## src/rtl/ft_cmd_rx.sv

```systemverilog
// ft_cmd_rx -- FT2232 receive-side command framer.
//
// Reads bytes from the FT2232 receive FIFO through the shared data bus and
// assembles 6-byte frames (0xA5, addr, data[31:24] .. data[7:0]) into a
// single command presented on a valid/ready handshake.
//
// Ports
//   clk_i        system clock, rising edge
//   reset_i      asynchronous active-high reset
//   nrxf_i       FIFO-not-empty from FT2232 (active low, asynchronous)
//   d_i          FT2232 data bus (input half)
//   nrd_o        FT2232 read strobe (active low)
//   bus_req_o    request ownership of the shared data bus
//   bus_gnt_i    shared bus granted to this block
//   cmd_valid_o  command present on addr_o/data_o
//   cmd_ready_i  consumer accepts the command
//   addr_o       command register address
//   data_o       command payload
//   err_cnt_o    saturating count of framing errors and inter-byte timeouts
//
// state   | meaning
// IDLE    | waiting for FIFO data and an empty command slot
// REQ     | bus requested, waiting for grant
// RD_LOW  | nrd_o low, byte sampled on the last cycle
// RD_HIGH | nrd_o high recovery time before the next read

module ft_cmd_rx #(
  parameter int RD_LOW_CYCLES  = 4,
  parameter int RD_HIGH_CYCLES = 4,
  parameter int TIMEOUT_CYCLES = 65535
) (
  input  logic        clk_i,
  input  logic        reset_i,
  input  logic        nrxf_i,
  input  logic [7:0]  d_i,
  output logic        nrd_o,
  output logic        bus_req_o,
  input  logic        bus_gnt_i,
  output logic        cmd_valid_o,
  input  logic        cmd_ready_i,
  output logic [7:0]  addr_o,
  output logic [31:0] data_o,
  output logic [7:0]  err_cnt_o
);

  typedef enum logic [1:0] {IDLE, REQ, RD_LOW, RD_HIGH} state_t;

  localparam logic [3:0]  LOW_LOAD  = 4'(RD_LOW_CYCLES - 1);
  localparam logic [3:0]  HIGH_LOAD = 4'(RD_HIGH_CYCLES - 1);
  localparam logic [15:0] GAP_LIMIT = 16'(TIMEOUT_CYCLES);
  localparam logic [7:0]  SYNC_BYTE = 8'hA5;

  state_t      state, state_nxt;
  logic [3:0]  phase_cnt, phase_cnt_nxt;
  logic        sample;
  logic        rxf_meta, rxf_s;
  logic        nrd_q, bus_req_q;
  logic [2:0]  byte_idx;
  logic [15:0] gap_cnt;
  logic        cmd_valid_q;
  logic [7:0]  addr_q;
  logic [31:0] data_q;
  logic [7:0]  err_q;

  always_ff @(posedge clk_i or posedge reset_i) begin
    if (reset_i) begin
      rxf_meta <= 1'b1;
      rxf_s    <= 1'b1;
    end else begin
      rxf_meta <= nrxf_i;
      rxf_s    <= rxf_meta;
    end
  end

  always_ff @(posedge clk_i or posedge reset_i) begin
    if (reset_i) begin
      state     <= IDLE;
      phase_cnt <= 4'd0;
      nrd_q     <= 1'b1;
      bus_req_q <= 1'b0;
    end else begin
      state     <= state_nxt;
      phase_cnt <= phase_cnt_nxt;
      // Strobes are registered from the next state so nrd_o never glitches
      // while the state encoding changes several bits at once.
      nrd_q     <= (state_nxt != RD_LOW);
      bus_req_q <= (state_nxt != IDLE);
    end
  end

  always_comb begin
    state_nxt     = state;
    phase_cnt_nxt = phase_cnt;
    sample        = 1'b0;
    case (state)
      IDLE: begin
        if (!rxf_s && !cmd_valid_q) state_nxt = REQ;
      end
      REQ: begin
        if (bus_gnt_i) begin
          state_nxt     = RD_LOW;
          phase_cnt_nxt = LOW_LOAD;
        end
      end
      RD_LOW: begin
        if (phase_cnt == 4'd0) begin
          sample        = 1'b1;
          state_nxt     = RD_HIGH;
          phase_cnt_nxt = HIGH_LOAD;
        end else begin
          phase_cnt_nxt = phase_cnt - 4'd1;
        end
      end
      RD_HIGH: begin
        if (phase_cnt == 4'd0) state_nxt = IDLE;
        else                   phase_cnt_nxt = phase_cnt - 4'd1;
      end
      default: state_nxt = IDLE;
    endcase
  end

  always_ff @(posedge clk_i or posedge reset_i) begin
    if (reset_i) begin
      byte_idx    <= 3'd0;
      gap_cnt     <= 16'd0;
      cmd_valid_q <= 1'b0;
      addr_q      <= 8'd0;
      data_q      <= 32'd0;
      err_q       <= 8'd0;
    end else begin
      if (cmd_valid_q && cmd_ready_i) cmd_valid_q <= 1'b0;

      // A sample takes priority over a coincident timeout.
      if (sample) begin
        gap_cnt <= 16'd0;
        case (byte_idx)
          3'd0: begin
            if (d_i == SYNC_BYTE)   byte_idx <= 3'd1;
            else if (err_q != 8'hFF) err_q   <= err_q + 8'd1;
          end
          3'd1: begin
            addr_q   <= d_i;
            byte_idx <= 3'd2;
          end
          default: begin
            data_q <= {data_q[23:0], d_i};
            if (byte_idx == 3'd5) begin
              cmd_valid_q <= 1'b1;
              byte_idx    <= 3'd0;
            end else begin
              byte_idx <= byte_idx + 3'd1;
            end
          end
        endcase
      end else if (byte_idx != 3'd0 && !cmd_valid_q) begin
        if (gap_cnt == GAP_LIMIT) begin
          byte_idx <= 3'd0;
          gap_cnt  <= 16'd0;
          if (err_q != 8'hFF) err_q <= err_q + 8'd1;
        end else begin
          gap_cnt <= gap_cnt + 16'd1;
        end
      end
    end
  end

  assign nrd_o       = nrd_q;
  assign bus_req_o   = bus_req_q;
  assign cmd_valid_o = cmd_valid_q;
  assign addr_o      = addr_q;
  assign data_o      = data_q;
  assign err_cnt_o   = err_q;

endmodule

```

## config.mk

```make
export PLATFORM = sky130hd
export DESIGN_NAME = ft_cmd_rx
export DESIGN_NICKNAME = d
export VERILOG_FILES = /design/src/rtl/ft_cmd_rx.sv
export SDC_FILE = /design/constraint.sdc
export NUM_CORES = 1
export LEC_CHECK = 0
export CORE_MARGIN = 3
export CORE_UTILIZATION = 56
export CTS_CLUSTER_DIAMETER = 120
export DETAILED_ROUTE_END_ITERATION = 10
export PLACE_DENSITY_LB_ADDON = 0.2
export RECOVER_POWER = 50
export SLEW_MARGIN = 10
export SYNTH_ARGS = -nofsm -noshare
export SYNTH_HDL_FRONTEND = slang
export SYNTH_SLANG_ARGS = --single-unit
```

## constraint.sdc

```tcl
create_clock -name clk_i -period 6.5 [get_ports clk_i]
set_input_delay 1.3 -clock clk_i [delete_from_list [all_inputs] [get_ports clk_i]]
set_output_delay 1.3 -clock clk_i [all_outputs]
set_load 0.01 [all_outputs]
```

run_1/placed.png
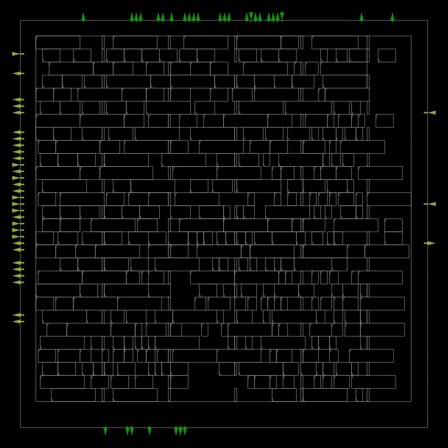
# Taps: 75
Finished Layout Cells: 442
flop share of the area: 44.6%
Fill cells: 452
flop count: 78

run_1/ff_map.png
Other sequential cells in the stronger gray, the rest of the logic in the fainter gray.
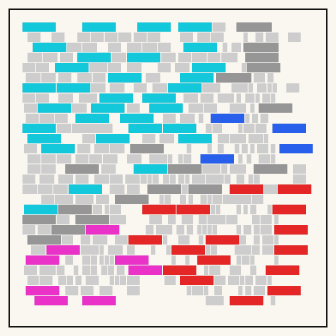
[phase_cnt] blue | flops: 4 | where: right middle
[gap_cnt] red | flops: 16
[data_o] cyan | flops: 32
[err_cnt_o] magenta | flops: 8 | where: bottom left
not colored: 18

run_1/port_trees.png
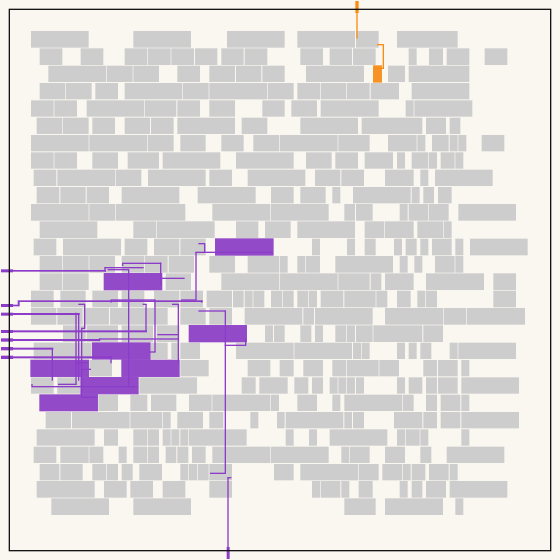
[addr_o] purple | bits: 8 | direction: output | edge: 7 left, 1 bottom | end cells: 8 | wire: 340 µm
[reset_i] orange | bits: 1 | direction: input | edge: top | end cells: 1 | wire: 10.3 µm

==> results_dict.tcl, run 1 <==
# flow metrics
set metrics [dict create \
    ys.flop_type "dfrtp_1" \
    layout-drive-gt1-share_pct 17.7 \
    violations "max-capacitance violations, max-slew violations" \
    finalMaxSlewViolations 49 \
    die_h_um 84.8 \
    required_ps 6720 \
    combPwrFrac_pct 28.3 \
    setup_ws_ps 3270 \
    dp_cells 426 \
    preCtsSetupSlack_ps 3400 \
    num_vias 2460 \
    synth_cells 293 \
    min_to "rxf_s" \
    status "finished, violations left" \
    period_used_pct 49.6 \
    fin_area_mm2 0.00439 \
    grt_max_degree 79 \
    overflow 0 \
    die_x_um 84.8 \
    cap_viol_max_count 2 \
    routedWlPerCell_um 16.1 \
    gr-usage-all-layers_pct 21.3 \
    grt_pass1_vias 2437 \
    antenna_found_initial 0 \
    wirelength_um 7140 \
    switching_share_pct 32.6 \
    mux_share_pct 14.2 \
    power_mw 1.45 \
    final-clk-cell-share_pct 4.59 \
    first_iter_violations 152 \
    endpoint "data_o[7]" \
    hold_slack_ps 360 \
    crit_start "state[0]" \
    max_freq_mhz 310 \
]
## Run 2: what changed since run 1
- CORE_UTILIZATION: 56 -> 52
- clock period: 6.5 -> 3.3 ns (I/O delays scaled with it)
==> run 2 against run 1 <==
  * The flow now finishes without violations
  * Area after synthesis is the same
  * Clock skew shrank 4.0 ps
  * Total power grew 110%
  * Count of clock-buffer cells in the layout shrank 3
  * First-iteration DRC count shrank 14%
  * Clock power grew to 2.7 times the previous value
  * Largest cell class unchanged
==> results_dict.tcl, run 2 <==
# flow metrics
set metrics [dict create \
    switching_share_pct 29.6 \
    mux_share_pct 14.2 \
    die_h_um 87.8 \
    crit_start "state[0]" \
    num_vias 2424 \
    required_ps 3520 \
    hold_slack_ps 360 \
    wirelength_um 7000 \
    combPwrFrac_pct 25.2 \
    nFillCells 446 \
    status "finished clean" \
    preCtsSetupSlack_ps 862 \
    ys.flop_type "dfrtp_1" \
    routedWlPerCell_um 15.7 \
    stdcell_count 445 \
    period_used_pct 75.1 \
    grt_max_degree 50 \
    max_freq_mhz 404 \
    overflow 0 \
    final-clk-cell-share_pct 6.37 \
    die_x_um 87.8 \
    seq_cell_count 78 \
    seq-cell-share_pct 43.7 \
    finalMaxSlewViolations 0 \
    layout-drive-gt1-share_pct 18.2 \
    power_mw 3.10 \
    grt_pass1_vias 2453 \
]
run_2/port_trees.png
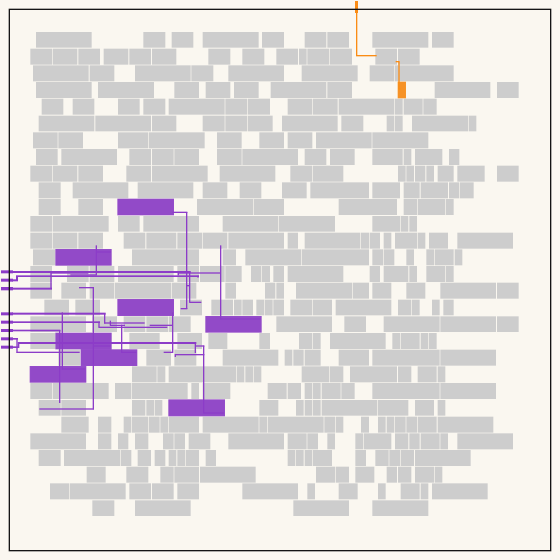
[addr_o] purple | bits: 8 | direction: output | edge: left | end cells: 8 | wire: 338 µm
[reset_i] orange | bits: 1 | direction: input | edge: top | end cells: 1 | wire: 15.2 µm
Top-Level Pins: 64
Port Buffers: 63

run_2/ff_map.png
Other sequential cells in the stronger gray, the rest of the logic in the fainter gray.
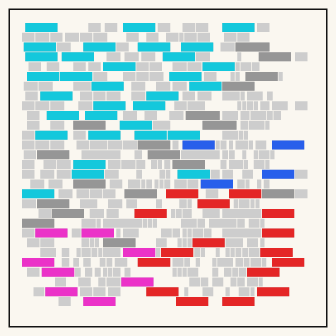
Flop area: 0.00196 mm²
flip-flop and latch power: 1.32 mW

## Run 3: what changed since run 2
- clock period: 3.3 -> 2.35 ns (I/O delays scaled with it)
==> run 3 against run 2 <==
  * Via count is 0.58% higher
  * Critical path depth stayed put
  * Clock skew is 1.0 ps higher
  * Sequential cell count stayed put
  * Cell count is 1.3% higher
  * Core utilization is 0.31 points lower
  * Sequential power is about 40% higher
  * Area after synthesis stayed put
  * Die area stayed put
  * Combinational power is 47% higher
  * Highest routed layer unchanged
==> results_dict.tcl, run 3 <==
# flow metrics
set metrics [dict create \
    antenna_found_initial 0 \
    p_seq_mw 1.85 \
    stdcell_count 451 \
    layout-drive-gt1-share_pct 20.3 \
    switching_share_pct 32.5 \
    overflow 0 \
    finalMaxSlewViolations 0 \
    status "finished clean" \
    crit_start "phase_cnt[0]" \
    mux_share_pct 14.2 \
    final-clk-cell-share_pct 4.29 \
    power_mw 3.98 \
    nFillCells 488 \
    seq_cell_count 78 \
    io_pins 64 \
    grt_pass1_vias 2478 \
    ys.flop_type "dfrtp_1" \
    min_to "rxf_s" \
    setup_ws_ps 141 \
    wirelength_um 6990 \
    dp_cells 435 \
    combPwrFrac_pct 28.9 \
    endpoint "err_cnt_o[1]" \
    port_buffers 63 \
    gr-usage-all-layers_pct 20.1 \
    period_used_pct 94.0 \
    max_freq_mhz 453 \
]
run_3/m3.png
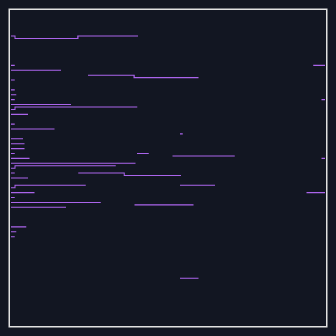
wire length on this layer: 400 µm
main direction: horizontal

run_3/placed.png
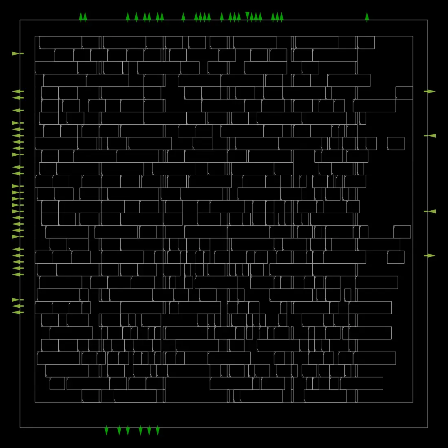
num rows: 29
# Taps: 77
Core ar.: 0.00642 mm²
flop share of the area: 43.9%
post-layout util: 69.4%


==> gallery <==
Wiring heat map.
18 x 18 tiles, from black (low) to pale yellow (high), scaled to the fullest tile. Values are wire area over tile area, all layers added.
shot_01.png
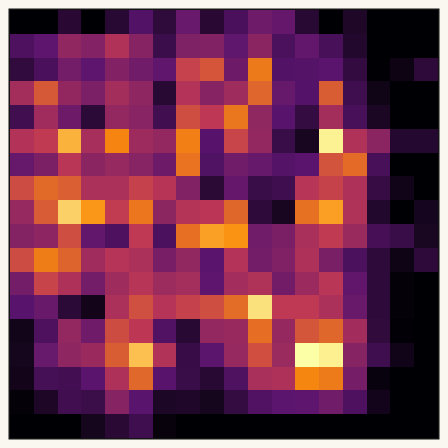
shot_02.png
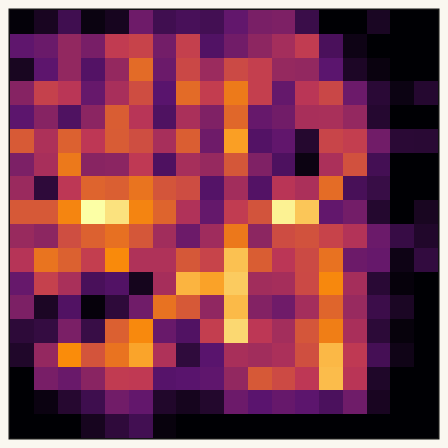
- run 3 = shot_02.png
- run 2 = shot_01.png

Key to shot_01.png:
densest ninth of the die: left middle
nearly empty tiles: 14%
tiles over half the peak: 18%
emptiest ninth of the die: top right

Power figures rest on the tool's default switching activity, not on a simulated workload.
